**Run 1: floorplan with the power grid**

Scale: 2 px per micron. Pins as bars on the die edge.
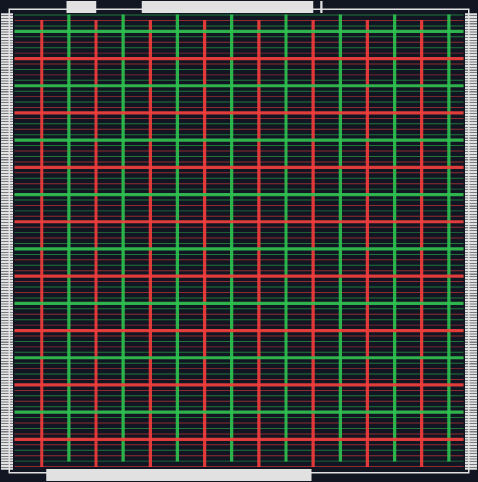
**Run 1: local utilization**

Scale: 1 px per micron. The die is cut into 23 by 23 equal tiles; white is low, dark blue is high, 0 to 100% covered.
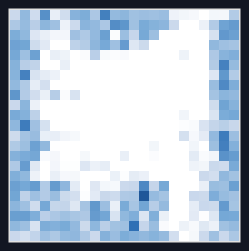
**Run 1: track usage over the die**

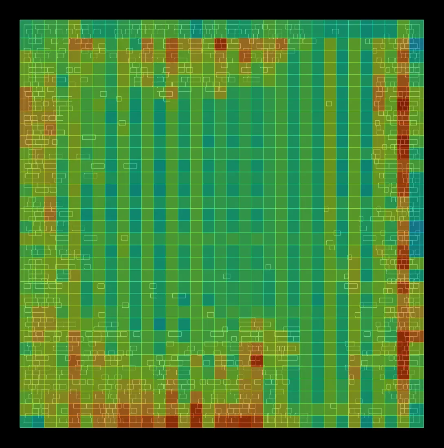
<file path="src/rtl/mem_arbiter_if.sv">
// ---------------------------------------------------------------------------
// mem_arbiter_if
//   Bundles the two requester ports and the single memory port of the
//   two-way memory arbiter.
//
//   Per requester N (0/1):
//     reqN, rwN (1 = read), lockN, addrN, wdataN  -> arbiter
//     gntN, rvalidN, rdataN                       <- arbiter
//   Memory side:
//     mem_en, mem_rw, mem_addr, mem_wdata         <- arbiter
//     mem_rdata (valid one cycle after a read)    -> arbiter
//
//   modport slave  : the arbiter's view
//   modport master : the environment's view (requesters plus memory model)
// ---------------------------------------------------------------------------
interface mem_arbiter_if #(
    parameter int DATA_W = 64
);
    logic              req0;
    logic              rw0;
    logic              lock0;
    logic [DATA_W-1:0] addr0;
    logic [DATA_W-1:0] wdata0;
    logic              gnt0;
    logic              rvalid0;
    logic [DATA_W-1:0] rdata0;

    logic              req1;
    logic              rw1;
    logic              lock1;
    logic [DATA_W-1:0] addr1;
    logic [DATA_W-1:0] wdata1;
    logic              gnt1;
    logic              rvalid1;
    logic [DATA_W-1:0] rdata1;

    logic              mem_en;
    logic              mem_rw;
    logic [DATA_W-1:0] mem_addr;
    logic [DATA_W-1:0] mem_wdata;
    logic [DATA_W-1:0] mem_rdata;

    modport slave (
        input  req0, rw0, lock0, addr0, wdata0,
        input  req1, rw1, lock1, addr1, wdata1,
        input  mem_rdata,
        output gnt0, rvalid0, rdata0,
        output gnt1, rvalid1, rdata1,
        output mem_en, mem_rw, mem_addr, mem_wdata
    );

    modport master (
        output req0, rw0, lock0, addr0, wdata0,
        output req1, rw1, lock1, addr1, wdata1,
        output mem_rdata,
        input  gnt0, rvalid0, rdata0,
        input  gnt1, rvalid1, rdata1,
        input  mem_en, mem_rw, mem_addr, mem_wdata
    );
endinterface

</file>
<file path="src/rtl/mem_arbiter.sv">
// ---------------------------------------------------------------------------
// mem_arbiter
//   Two-requester arbiter in front of a single memory port. One access is
//   granted per cycle. Contention alternates between requesters unless the
//   current owner holds a lock, which is honoured for at most MAX_HOLD
//   consecutive grants while the other side waits. Reads return one cycle
//   after the grant; a registered tag routes the data to the right owner.
//
//   Ports:
//     clk   : single clock, rising edge
//     rst_n : asynchronous, active-low reset
//     bus   : mem_arbiter_if.slave (requester and memory signals)
// ---------------------------------------------------------------------------
module mem_arbiter #(
    parameter int DATA_W   = 64,
    parameter int MAX_HOLD = 8
) (
    input  logic             clk,
    input  logic             rst_n,
    mem_arbiter_if.slave     bus
);
    localparam int HOLD_W = (MAX_HOLD > 1) ? $clog2(MAX_HOLD) : 1;
    localparam logic [HOLD_W-1:0] HOLD_MAX = HOLD_W'(MAX_HOLD - 1);

    // State names the requester granted on the previous cycle.
    typedef enum logic [1:0] {
        IDLE = 2'd0,
        OWN0 = 2'd1,
        OWN1 = 2'd2
    } state_t;

    state_t            state_reg, state_next;
    logic [HOLD_W-1:0] hold_cnt_reg, hold_cnt_next;
    logic              lock_reg, lock_next;       // owner's lock on its last grant
    logic              tag_valid_reg, tag_valid_next;
    logic              tag_id_reg, tag_id_next;   // owner of the read in flight

    logic              gnt0, gnt1;
    logic              keep_owner;
    logic [HOLD_W-1:0] hold_inc;

    always_ff @(posedge clk or negedge rst_n) begin
        if (!rst_n) begin
            state_reg     <= IDLE;
            hold_cnt_reg  <= '0;
            lock_reg      <= 1'b0;
            tag_valid_reg <= 1'b0;
            tag_id_reg    <= 1'b0;
        end else begin
            state_reg     <= state_next;
            hold_cnt_reg  <= hold_cnt_next;
            lock_reg      <= lock_next;
            tag_valid_reg <= tag_valid_next;
            tag_id_reg    <= tag_id_next;
        end
    end

    always_comb begin
        gnt0           = 1'b0;
        gnt1           = 1'b0;
        state_next     = IDLE;
        hold_cnt_next  = '0;
        lock_next      = 1'b0;
        tag_valid_next = 1'b0;
        tag_id_next    = 1'b0;

        // The lock only wins while the owner is below its hold budget.
        keep_owner = lock_reg && (hold_cnt_reg < HOLD_MAX);
        hold_inc   = (hold_cnt_reg == HOLD_MAX) ? HOLD_MAX : hold_cnt_reg + HOLD_W'(1);

        // Grants are gated by rst_n so they drop at once while reset is held.
        if (rst_n) begin
            if (bus.req0 && !bus.req1) begin
                gnt0 = 1'b1;
            end else if (bus.req1 && !bus.req0) begin
                gnt1 = 1'b1;
            end else if (bus.req0 && bus.req1) begin
                case (state_reg)
                    OWN0:    if (keep_owner) gnt0 = 1'b1; else gnt1 = 1'b1;
                    OWN1:    if (keep_owner) gnt1 = 1'b1; else gnt0 = 1'b1;
                    default: gnt0 = 1'b1;
                endcase
            end
        end

        if (gnt0) begin
            state_next     = OWN0;
            lock_next      = bus.lock0;
            tag_valid_next = bus.rw0;
            tag_id_next    = 1'b0;
            hold_cnt_next  = (state_reg == OWN0) ? hold_inc : '0;
        end else if (gnt1) begin
            state_next     = OWN1;
            lock_next      = bus.lock1;
            tag_valid_next = bus.rw1;
            tag_id_next    = 1'b1;
            hold_cnt_next  = (state_reg == OWN1) ? hold_inc : '0;
        end
    end

    // Memory port mux; idle value is a read strobe-less "read" with zero bus.
    always_comb begin
        bus.mem_en    = gnt0 | gnt1;
        bus.mem_rw    = 1'b1;
        bus.mem_addr  = '0;
        bus.mem_wdata = '0;
        if (gnt0) begin
            bus.mem_rw    = bus.rw0;
            bus.mem_addr  = bus.addr0;
            bus.mem_wdata = bus.wdata0;
        end else if (gnt1) begin
            bus.mem_rw    = bus.rw1;
            bus.mem_addr  = bus.addr1;
            bus.mem_wdata = bus.wdata1;
        end
    end

    // Read return: memory data arrives the cycle after the grant, so it is
    // steered combinationally by the registered tag and zeroed otherwise.
    always_comb begin
        bus.gnt0    = gnt0;
        bus.gnt1    = gnt1;
        bus.rvalid0 = tag_valid_reg && !tag_id_reg;
        bus.rvalid1 = tag_valid_reg &&  tag_id_reg;
        bus.rdata0  = bus.rvalid0 ? bus.mem_rdata : '0;
        bus.rdata1  = bus.rvalid1 ? bus.mem_rdata : '0;
    end

endmodule
</file>
<file path="src/flat_wrapper.sv">
// flat-port wrapper written by rule: the top's interface ports become plain ports
module mem_arbiter_flat 
#(
    parameter int DATA_W   = 64,
    parameter int MAX_HOLD = 8
)
  (clk, rst_n, bus_req0, bus_rw0, bus_lock0, bus_addr0, bus_wdata0, bus_req1, bus_rw1, bus_lock1, bus_addr1, bus_wdata1, bus_mem_rdata, bus_gnt0, bus_rvalid0, bus_rdata0, bus_gnt1, bus_rvalid1, bus_rdata1, bus_mem_en, bus_mem_rw, bus_mem_addr, bus_mem_wdata);
  mem_arbiter_if #(.DATA_W(DATA_W)) bus_i ();
  input  logic clk;
  input  logic rst_n;
  input wire logic [$bits(bus_i.req0)-1:0] bus_req0;
  input wire logic [$bits(bus_i.rw0)-1:0] bus_rw0;
  input wire logic [$bits(bus_i.lock0)-1:0] bus_lock0;
  input wire logic [$bits(bus_i.addr0)-1:0] bus_addr0;
  input wire logic [$bits(bus_i.wdata0)-1:0] bus_wdata0;
  input wire logic [$bits(bus_i.req1)-1:0] bus_req1;
  input wire logic [$bits(bus_i.rw1)-1:0] bus_rw1;
  input wire logic [$bits(bus_i.lock1)-1:0] bus_lock1;
  input wire logic [$bits(bus_i.addr1)-1:0] bus_addr1;
  input wire logic [$bits(bus_i.wdata1)-1:0] bus_wdata1;
  input wire logic [$bits(bus_i.mem_rdata)-1:0] bus_mem_rdata;
  output wire logic [$bits(bus_i.gnt0)-1:0] bus_gnt0;
  output wire logic [$bits(bus_i.rvalid0)-1:0] bus_rvalid0;
  output wire logic [$bits(bus_i.rdata0)-1:0] bus_rdata0;
  output wire logic [$bits(bus_i.gnt1)-1:0] bus_gnt1;
  output wire logic [$bits(bus_i.rvalid1)-1:0] bus_rvalid1;
  output wire logic [$bits(bus_i.rdata1)-1:0] bus_rdata1;
  output wire logic [$bits(bus_i.mem_en)-1:0] bus_mem_en;
  output wire logic [$bits(bus_i.mem_rw)-1:0] bus_mem_rw;
  output wire logic [$bits(bus_i.mem_addr)-1:0] bus_mem_addr;
  output wire logic [$bits(bus_i.mem_wdata)-1:0] bus_mem_wdata;
  assign bus_i.req0 = bus_req0;
  assign bus_i.rw0 = bus_rw0;
  assign bus_i.lock0 = bus_lock0;
  assign bus_i.addr0 = bus_addr0;
  assign bus_i.wdata0 = bus_wdata0;
  assign bus_i.req1 = bus_req1;
  assign bus_i.rw1 = bus_rw1;
  assign bus_i.lock1 = bus_lock1;
  assign bus_i.addr1 = bus_addr1;
  assign bus_i.wdata1 = bus_wdata1;
  assign bus_i.mem_rdata = bus_mem_rdata;
  assign bus_gnt0 = bus_i.gnt0;
  assign bus_rvalid0 = bus_i.rvalid0;
  assign bus_rdata0 = bus_i.rdata0;
  assign bus_gnt1 = bus_i.gnt1;
  assign bus_rvalid1 = bus_i.rvalid1;
  assign bus_rdata1 = bus_i.rdata1;
  assign bus_mem_en = bus_i.mem_en;
  assign bus_mem_rw = bus_i.mem_rw;
  assign bus_mem_addr = bus_i.mem_addr;
  assign bus_mem_wdata = bus_i.mem_wdata;
  mem_arbiter #(.DATA_W(DATA_W), .MAX_HOLD(MAX_HOLD)) u_core (.clk(clk), .rst_n(rst_n), .bus(bus_i));
endmodule
</file>
<file path="config.mk">
export PLATFORM = sky130hd
export DESIGN_NAME = mem_arbiter_flat
export DESIGN_NICKNAME = d
export VERILOG_FILES = /design/src/rtl/mem_arbiter_if.sv /design/src/rtl/mem_arbiter.sv /design/src/flat_wrapper.sv
export SDC_FILE = /design/constraint.sdc
export NUM_CORES = 1
export LEC_CHECK = 0
export CORE_AREA = 2 2 227 229
export DETAILED_ROUTE_END_ITERATION = 8
export DIE_AREA = 0 0 229 231
export GPL_ROUTABILITY_DRIVEN = 0
export HOLD_SLACK_MARGIN = 0.15
export PLACE_DENSITY_LB_ADDON = 0.25
export SYNTH_ARGS = -nofsm -noshare
export SYNTH_HDL_FRONTEND = slang
export SYNTH_SLANG_ARGS = --single-unit
</file>
<file path="constraint.sdc">
create_clock -name clk -period 3 [get_ports clk]
set_clock_uncertainty 0.05 [all_clocks]
set_input_delay 0.3 -clock clk [delete_from_list [all_inputs] [get_ports clk]]
set_output_delay 0.3 -clock clk [all_outputs]
set_load 0.1 [all_outputs]
</file>
==> changes_impl.md, run 1 <==
### Changed

- Status: complete, no violations
- Top Metal Used: met5
- CP Depth: 9
- Tap cells: 680
- Crit-path leading delay family: buffers and inverters
- Slowest CP cell: dfrtp_2
- Logic pwr share: 0.893
- Area of the core: a little over 50,000 sq um
- Die Ht: 231 microns
- Crit path to: bus_mem_wdata[61]
- Met2 GRT Util: 0.2146
- Register area: 176.4 sq um
- Max_cap viols: 0
- Layout cells sized above 1: 0.4251
- CTS Buf Count: 3
- Die ar.: 52,900 sq um
- DR WL met2: 16,550 microns
- Worst-Margin Slew: 0.6127 ns
- Clk buf depth: 2
- Final setup TNS: 0 ns
- CLK BUF: 4
- Max Freq: 356.3 MHz
- Hold WS: 0.4273 ns
- Sw Ratio: 0.5512
- Top-count cell post-synth: a22o_1
- Most frequent cells after synthesis: a22o_1 (130), and2_1 (65), and3_1 (65)
- Max-area cell share: 0.4371
- Final wirelength: 31,750 microns
- Met1 Wirelength: 11,910 microns
- Crit-path cells: inv_1 -> ha_1 -> nand2b_1 -> o311a_4 -> nor2_4 -> buf_12 -> buf_4 -> a22o_2 -> buf_12
- Die W: 229 microns
- Post-CTS Setup Repair Bufs: 0
- Top power group: combinational cells
- Crit path from: u_core.state_reg[1]$_DFF_PN0_
- Post-detailed-route count of antenna-violating nets: 0
- Initial antenna violation count: 5
- Synth warn: 0
- Placed cell area: 11,230 sq um
- Seq pwr: 0.000106 W
- Vias/cell: 3.330
- Peak supply drop: 0.0001213 V
- Port Buffers: 589
- Multi-input combinational area share: 0.2021
- WP data arrival: roughly 2.5 ns
- Layout net count: 1,240
- Final core occ: 0.2231
- R2R depth: 7
- Largest cell class: non-clock buffers
- Signal buffers: 606
- M3 GR Usage: 0.03656
- Yosys Chip Area: 2605 sq um
- Placed Cells: 1,584
- Pre-Place Util: 0.05140
- Final hold vios: 0
- CP Max Fanout: 27
- Post-CTS sizing: 0
- Final min period: 2.807 ns
- Critical R2R Launch: u_core.state_reg[0]$_DFF_PN0_
- Routed met3 length: 3136 microns
- Max_slew headroom: 0.5916
- Crit path largest cell delay: ~0.4 ns
- Ranking of synthesized cells by area: a22o_1 (44%), and2_1 (16%), and3_1 (16%)
- Clk tree area frac: 0.006973
- Total power: approximately 0.0032 W
- Fin. max-slew vios: 0
- WP data required: 2.65 ns
- Final setup fails: 0
- Seq pwr share: 0.034
- Inverter count: 5
- Logic Gate Count: between 200 and 300
- Dpl ws: around 0.34 ns
- Switch Pwr: 0.001739 W
- CP startpoint kind: flip-flop
- Post-Syn Instances: 348
- Number of global-route vias before repair: 5,612
- Drt drc: 0
- Clock transition at path regs: about 0.040 ns
- Logic power comb: 0.00282 W
- DPL Wire Length: 27,920 microns
- Worst Slack Setup Final: 0.1934 ns
- FF-to-FF End: u_core.hold_cnt_reg[2]$_DFF_PN0_
- Syn avg cell area: 7.486 sq um
- Critical Path Sink Type: primary output
- CP Class: reg -> out
- Syn Nets: 679
- Top Ports: 590
- Row count: 83
- Flip-flops with a built-in enable: 0
- CTS root buffer: clkbuf_16
- Clock Latency Late Sink: 0.23 ns
- # diodes: 0
- Area leader, netlist: a22o_1
- Drt pass-1 iters: 4
- Unrepaired setup endpoints after global routing: no
- Iter 0 DRT Violations: 155
- Hold buffers post-CTS: 0
- Clock-net power: approximately 0.00023 W
- Cell Type Count: 26
- Tcrit/Tclk final: 0.9355
- Signal buffers share of area: 0.6984
- Most used cell along the critical path: buf_12
- Synth-to-Final Area Change: 334.0%
- Filler cells: 5,580
- Power Density: around 280 nW/um^2
- #FFs+latches synth: 7
- Top cell excl fill/tap: clkdlybuf4s50_1
- Buf/Inv on CP: 4
- Cell Area, Synth: 2605 sq um
- Max reg flops: 3
- H-tree lvl count: 1
- First-pass GRT wire length: 43,250 microns
- TritonCTS clock tree: built
- Tool warnings: 29
- Ys async rst share: 1.000
- Sequential share of cell area: 0.01561
- Global Route Usage Sum: 0.1119
- Largest net degree at the start of global routing: 104
- Logic area: 2285 sq um
- Reg-to-reg slack, setup: between 0.8 and 0.9 ns
- Commonest flop: dfrtp_1
- Final Instance Area: 11,300 sq um
- Gr ovfl total: 0
- Static leakage power: ~4.7 nW
- Sequential cell count: 7
- HP Class: in -> async
- Internal power: 0.001416 W
- Finished Layout Cells: 1,588
- Clock Power Share: 0.074
## Picture notes: 'floorplan with the power grid'
legend:
  green:
    net: VDD
  red:
    net: VSS
met5 straps: 16
signal pins: 590

## Picture notes: 'local utilization'
mean over tiles: 20%
emptiest ninth of the die: centre
nearly empty tiles: 38%
fullest tile: 84%

## Picture notes: 'track usage over the die'
gr busiest metal: met2
GR Util met1: 0.1239
Routed WL per cell: 19.99 microns

==> run 1: cells by family after synthesis <==
family          count (synthesis)  synth area share
buf+inv                        55            0.1143
simple gates                  144            0.3420
flops                           7           0.06724
mux                             1          0.003843
fa+ha+maj                       3           0.01441
compound gates                138            0.4582
==> run 1: worst reg2reg max path: cells and delay by family, from the launching register on <==
kind / cells / cell delay, ns
and+or+nand+nor: 1 / 0.08
buffers and inverters: 2 / 0.45
DFF: 1 / 0.38
AOI/OAI and AO/OA: 2 / 0.51
adders and majority gates: 1 / 0.18
muxes: 1 / 0.35
**Run 1: clock wires, drivers and flops**

Scale: 2 px per micron.
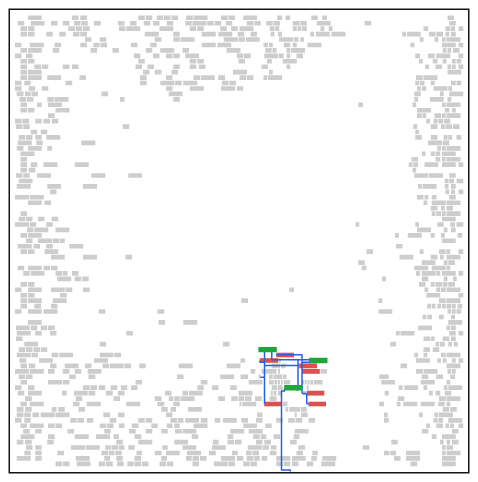

==> run 1 -> run 2 <==
Settings changed: CTS_CLUSTER_SIZE from default to 40, SETUP_SLACK_MARGIN from default to 0.3.
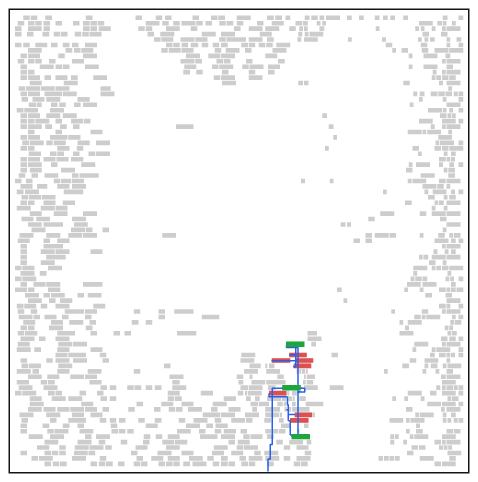
**Above:** run 2 (clock wires, drivers and flops).
Scale: 2 px per micron.
legend:
  blue:
    item: clock wires
    length: 184 microns
  red:
    item: flip-flops
    count: 7
  green:
    item: clock drivers
    count: 3
routed clock nets: 4

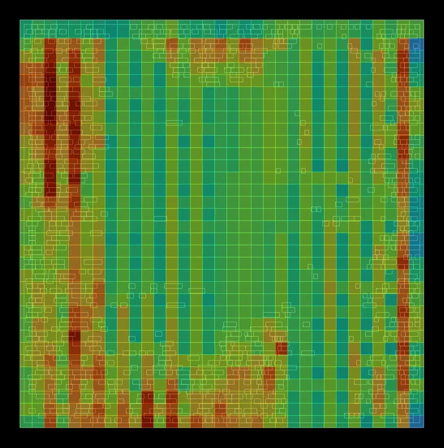
**Above:** run 2 (track usage over the die).
met2 GRT Util: 0.2616
Routed WL per cell: 23.57 microns

==> run 2 against run 1 <==
Compared with the run above: first-iteration DRC count fell by 11%; total power increased by 11%; non-clock buffer count grew 39; maximum frequency increased by 1.4%; sequential share of layout area fell by 0.20 points; global-route usage is 1.8 points higher; final area increased by 15%; synthesized cell count unchanged; cell count grew 2.6%; register-to-register slack improved by 0.14 ns; clock-buffer cell count is the same; wire length up 21%; largest power group unchanged.
==> changes_impl.md, run 2 <==
### Changed

- Internal power: 0.001628 W (+15%)
- WP data arrival: 2.42 ns (-0.04 ns)
- Layout cells sized above 1: 0.4889 (+0.06380)
- Drt drc: 0 (unchanged)
- Hold WS: 0.3886 ns (-0.03866 ns)
- Final Instance Area: 13,060 sq um (+15%)
- CTS root buffer: clkbuf_16
- Seq pwr: 0.000103 W (about the same)
- Dpl ws: 0.2819 ns (-0.05402 ns)
- Max reg flops: 3 (unchanged)
- Area of the core: 50,680 sq um (unchanged)
- Post-Synth AOI/OAI Area: 0.4582 (unchanged)
- H-tree lvl count: 1 (unchanged)
- Switch Pwr: 0.001874 W (+7.8%)
- Crit path largest cell delay: 0.43 ns (+0.03 ns)
- Reg-to-reg slack, setup: 1.01 ns (+0.14 ns)
- Simple share: 0.3420 (unchanged)
- Initial antenna violation count: 6 (+1)
- Top logic family: AND-OR/OR-AND gates
- Synth-to-Final Area Change: 401.2%
- Syn avg cell area: 7.486 sq um (unchanged)
- Gr ovfl total: 0 (unchanged)
- Final setup TNS: 0 ns (unchanged)
- Max_slew headroom: 0.5896 (-0.001950)
- CP startpoint kind: flip-flop
- Most used cell along the critical path: buf_12
- TritonCTS clock tree: built
- Crit path from: u_core.state_reg[1]$_DFF_PN0_
- Placed Cells: 1,586 (+0.13%)
- Most frequent cells after synthesis: a22o_1 (130), and2_1 (65), and3_1 (65)
- Finished Layout Cells: 1,630 (+2.6%)
- CP Max Fanout: 8 (-70%)
- HP Class: in -> async
- Clock Latency Late Sink: 0.24 ns (about the same)
- Static leakage power: 5.613 nW (+19%)
- Post-detailed-route count of antenna-violating nets: 0 (unchanged)
- Seq pwr share: 0.029 (-0.005)
- Final min period: 2.767 ns (-0.03993 ns)
- Slowest CP cell: dfrtp_2
- Via count: 5,578
- Clk buf depth: 2 (unchanged)
- R2R depth: 9 (+2)
- Max-area cell share: 0.4371 (unchanged)
- Max Freq: 361.4 MHz (+1.4%)
- Placed cell area: 11,440 sq um (+1.9%)
- Synth warn: 0 (unchanged)
- DPL Wire Length: 30,680 microns (+9.9%)
- Post-CTS Setup Repair Bufs: 14 (+14)
- Status: complete, no violations
- Buf/Inv on CP: 6 (+2)
- Crit path to: bus_mem_wdata[61]
- Vias/cell: 3.422 (+2.8%)
- Global Route Usage Sum: 0.1300 (+0.01806)
- Tool warnings: 30 (+3.4%)
- CP Class: reg -> out
- Layout net count: 1,279 (+3.1%)
- Mux share: 0.003842 (unchanged)
- CTS Buf Count: 3 (unchanged)
- Top-count cell post-synth: a22o_1
- Cell Area, Synth: 2605 sq um (unchanged)
- Number of global-route vias before repair: 5,991 (+6.8%)
- Sw Ratio: 0.5351 (-0.01611)
- Yosys Chip Area: 2605 sq um (unchanged)
- Clock-net power: 0.000232 W (about the same)
- Unrepaired setup endpoints after global routing: yes
- Die ar.: 52,900 sq um (unchanged)
- Worst Slack Setup Final: 0.2333 ns (+0.03993 ns)
- Port Buffers: 589 (unchanged)
- Critical R2R Launch: u_core.state_reg[1]$_DFF_PN0_
- Die W: 229 microns (unchanged)
- Flip-flops with a built-in enable: 0 (unchanged)
- Final hold vios: 0 (unchanged)
- Syn Nets: 679 (unchanged)
- Fin. max-slew vios: 0 (unchanged)
- Ranking of synthesized cells by area: a22o_1 (44%), and2_1 (16%), and3_1 (16%)
- Hold buffers post-CTS: 0 (unchanged)
- Top cell excl fill/tap: clkdlybuf4s50_1
- Final wirelength: 38,430 microns (+21%)
- Pre-Place Util: 0.05140 (unchanged)
- Crit-path cells: inv_2 -> ha_4 -> nand2b_4 -> o311a_4 -> buf_12 -> buf_6 -> buf_12 -> buf_16 -> a22o_4 -> buf_12
- Area leader, netlist: a22o_1
- #FFs+latches synth: 7 (unchanged)
- Total power: 0.003502 W (+11%)
- CTS Sinks: 7
- Top Layout Cells: clkdlybuf4s50_1 (327), buf_12 (218), a22o_4 (100)
- Ys async rst share: 1.000 (unchanged)
- Final core occ: 0.2576 (+0.03456)
- Synth Area in Adders: 0.01441 (unchanged)
- Drt pass-1 iters: 4 (unchanged)
- Filler cells: 5,352 (-4.1%)
- Commonest flop: dfrtp_1
- Top power group: combinational cells
- FF-to-FF End: u_core.tag_valid_reg$_DFF_PN0_
- Iter 0 DRT Violations: 138 (-11%)
- Logic power comb: 0.00317 W (+12%)
- Clock Power Share: 0.066 (-0.008)
- Post-CTS sizing: 95 (+95)
- Post-Syn Instances: 348 (unchanged)
- Max_cap viols: 0 (unchanged)
- # Cells Yosys: ~350
- Die Ht: 231 microns (unchanged)
- First-pass GRT wire length: 48,690 microns (+13%)
- CP Depth: 10 (+1)
- Post-synth seq share: 0.06724
- Cell Type Count: 26 (unchanged)
- Power Density: 268.2 nW/um^2 (-3.9%)
- Row count: 83 (unchanged)
- Final setup fails: 0 (unchanged)
- WP data required: 2.65 ns (about the same)
- Critical Path Sink Type: primary output
- Tcrit/Tclk final: 0.9222 (-0.01331)
- Top Ports: 590 (unchanged)
- Crit-path leading delay family: buffers and inverters
- Peak supply drop: 0.0001302 V (+7.3%)
- XOR Share, Synth: 0 (unchanged)
- Largest net degree at the start of global routing: 67 (-36%)
- Worst-Margin Slew: 0.6156 ns (+0.002926 ns)
- Clock transition at path regs: 0.04 ns (about the same)
- Logic pwr share: 0.904 (+0.011)
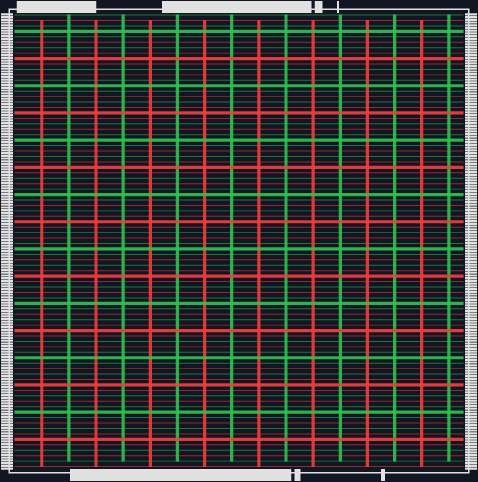
**Above:** run 2 (floorplan with the power grid).
Scale: 2 px per micron. Pins as bars on the die edge.
legend:
  red:
    net: VSS
  green:
    net: VDD
signal pins: 590
met4 straps: 16
rows: 83
met5 straps: 16

run 2: cell types whose count changed in the layout (fill, tap and decap cells not counted), moves of 5 or more:
cell / delta
a22o_1: -32
buf_16: +11
a22o_2: -68
a22o_4: +100
clkbuf_16: +9
buf_12: +16
buf_6: +5
buf_4: -6
run 2: routing by layer:
metal  routed length [microns]  global-route usage  up-vias
li1                          -                   -     2561
met2                     21350              0.2616      365
met5                         9                   0        -
met4                       753             0.03145        2
met3                      3227             0.03953       22
met1                     13090              0.1276     2628
run 2: layout make-up:
type                       instances  area, sq um  area share
antenna                            3        7.507   0.0005750
inverter                           5        18.77    0.001437
multi-input combinational        286         3108      0.2380
clock buffer                       4        78.83    0.006037
sequential                         7        177.7     0.01361
tap                              680        850.8     0.06517
timing repair buffer             645         8815      0.6751
**Run 2: local utilization**

Scale: 1 px per micron. The die is cut into 23 by 23 equal tiles; white is low, dark blue is high, 0 to 100% covered.
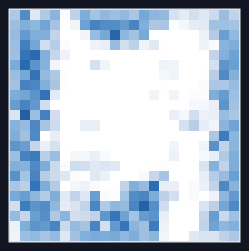

==> run 2 -> run 3 <==
Settings changed: REMOVE_ABC_BUFFERS from default to 1.
Clock period 3 ns to 2.9 ns, I/O delays scaled along.
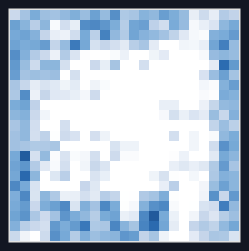
**Above:** run 3 (local utilization).
Scale: 1 px per micron. The die is cut into 23 by 23 equal tiles; white is low, dark blue is high, 0 to 100% covered.
fullest tile: 83%
mean over tiles: 22%
tiles over 75% full: 0.90%
emptiest ninth of the die: centre
nearly empty tiles: 31%

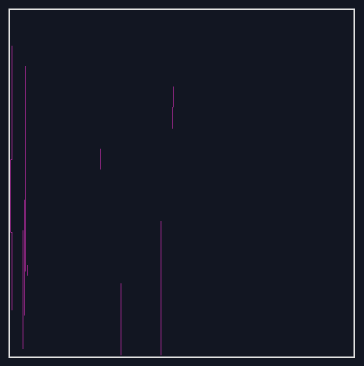
**Above:** run 3 (the metal 4 layer).
Scale: 1.5 px per micron.
wire length on this layer: 655 microns
nets with wire on the layer: 10
longest straight run: 137 microns
main direction: vertical
share of all routed wire: 1.8%

==> run 3 against run 2 <==
Compared with the run above: via count shrank 1.6%; synthesized area is the same; clock power about the same; final area shrank 2.6%; critical path depth unchanged; sequential power rose by 6%; sequential share of layout area hardly changed; combinational power about the same; worst hold slack got worse by 0.17 ns; non-clock buffer count down 7; synthesized cell count unchanged; critical endpoint is now bus_mem_addr[17]; largest cell class unchanged; largest power group unchanged.
==> changes_impl.md, run 3 <==
### Changed

- Drt drc: 0 (unchanged)
- Sw Ratio: 0.5407 (+0.005586)
- Post-CTS sizing: 79 (-17%)
- Status: complete, no violations
- # Cells Yosys: 348 (unchanged)
- CP Depth: 10 (unchanged)
- Commonest flop: dfrtp_1
- Placed Cells: 1,589 (+0.19%)
- Max_cap viols: 0 (unchanged)
- DPL Wire Length: 27,910 microns (-9.0%)
- Cell Area, Synth: 2605 sq um (unchanged)
- Mux share: 0.003842 (unchanged)
- Final min period: 2.822 ns
- Most frequent cells after synthesis: a22o_1 (130), and2_1 (65), and3_1 (65)
- Post-Synth AOI/OAI Area: 0.4582 (unchanged)
- Final setup TNS: 0 ns (unchanged)
- Top cell excl fill/tap: clkdlybuf4s50_1
- Hold WS: 0.2225 ns (-0.1661 ns)
- Area of the core: 50,680 sq um (unchanged)
- Static leakage power: 5.435 nW (-3.2%)
- Final hold vios: 0 (unchanged)
- Max-area cell share: 0.4371 (unchanged)
- First-pass GRT wire length: 48,520 microns (-0.34%)
- CP startpoint kind: flip-flop
- Layout cells sized above 1: 0.4340 (-0.05487)
- FF-to-FF End: u_core.lock_reg$_DFF_PN0_
- Gr ovfl total: 0 (unchanged)
- Top logic family: AND-OR/OR-AND gates
- Synth-to-Final Area Change: 388.4%
- Critical Path Sink Type: primary output
- Tcrit/Tclk final: 0.9730
- Pre-Place Util: 0.05140 (unchanged)
- Crit path to: bus_mem_addr[17]
- WP data arrival: 2.48 ns (+0.06 ns)
- Finished Layout Cells: 1,622 (-0.49%)
- Global Route Usage Sum: 0.1310 (+0.001010)
- Logic pwr share: 0.903 (about the same)
- Fin. max-slew vios: 0 (unchanged)
- CP Max Fanout: 7 (-1)
- Syn avg cell area: 7.486 sq um (unchanged)
- Switch Pwr: 0.001916 W (+2.3%)
- Cell Type Count: 26 (unchanged)
- WP data required: 2.56 ns (-0.09 ns)
- Crit-path leading delay family: buffers and inverters
- Top-count cell post-synth: a22o_1
- Top Ports: 590 (unchanged)
- Final setup fails: 0 (unchanged)
- Clock Latency Late Sink: 0.23 ns (about the same)
- Yosys Chip Area: 2605 sq um (unchanged)
- Most used cell along the critical path: buf_12
- Buf/Inv on CP: 5 (-1)
- Post-Syn Instances: 348 (unchanged)
- Initial antenna violation count: 5 (-1)
- Worst-Margin Slew: 0.6390 ns (+0.02345 ns)
- Die Ht: 231 microns (unchanged)
- #FFs+latches synth: 7 (unchanged)
- Final core occ: 0.2510 (-0.006592)
- Simple share: 0.3420 (unchanged)
- Ranking of synthesized cells by area: a22o_1 (44%), and2_1 (16%), and3_1 (16%)
- R2R depth: 9 (unchanged)
- Dpl ws: 0.004668 ns (-0.2772 ns)
- Row count: 83 (unchanged)
- Iter 0 DRT Violations: 132 (-4.3%)
- Placed cell area: 11,230 sq um (-1.9%)
- Port Buffers: 589 (unchanged)
- TritonCTS clock tree: built
- Drt pass-1 iters: 5 (+1)
- Clk buf depth: 2 (unchanged)
- XOR Share, Synth: 0 (unchanged)
- HP Class: in -> async
- Area leader, netlist: a22o_1
- Final Instance Area: 12,720 sq um (-2.6%)
- CTS Sinks: 7 (unchanged)
- Max_slew headroom: 0.5740 (-0.01564)
- Clock transition at path regs: 0.04 ns (about the same)
- Vias/cell: 3.385 (-1.1%)
- Largest net degree at the start of global routing: 67 (unchanged)
- H-tree lvl count: 1 (unchanged)
- Die W: 229 microns (unchanged)
- Total power: 0.003545 W (+1.2%)
- Power Density: 278.6 nW/um^2 (+3.9%)
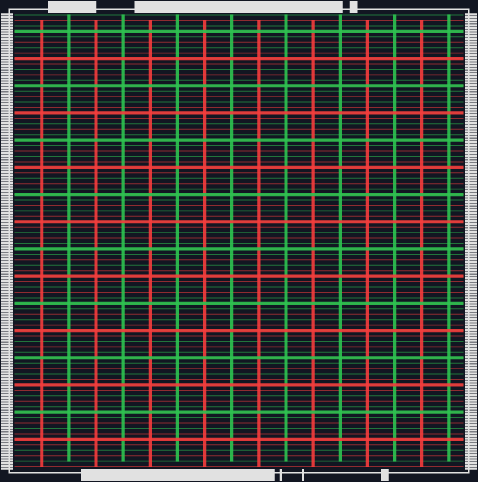
**Above:** run 3 (floorplan with the power grid).
Scale: 2 px per micron. Pins as bars on the die edge.
legend:
  red:
    net: VSS
  green:
    net: VDD
met5 straps: 16
met4 straps: 16
rows: 83
signal pins: 590
met1 rails: 84

## run 3: power by group through the flow
stage	Combinational [W]	Sequential [W]	Clock [W]
global route	0.00330	0.000110	0.000244
finish	0.00320	0.000109	0.000235
global placement	0.00294	0.000109	0
CTS	0.00314	0.000109	0.000240
floorplan	0.00150	0.000118	0
detailed placement	0.00293	0.000109	0
## run 3: routing by layer
layer	track usage	routed length, microns
met1	0.1369	13070
met2	0.2588	20470
met3	0.03644	2945
met4	0.02516	655
met5	0	0
## run 3: final cells by class
cell class,instances,area [sq um],area share
clock buffer,4,78.83,0.006196
timing repair buffer,638,8687,0.6828
sequential,7,177.7,0.01397
tap,680,850.8,0.06688
multi-input combinational,286,2904,0.2283
inverter,5,18.77,0.001475
antenna,2,5.005,0.0003934
Power is estimated from default activity; no workload was simulated.
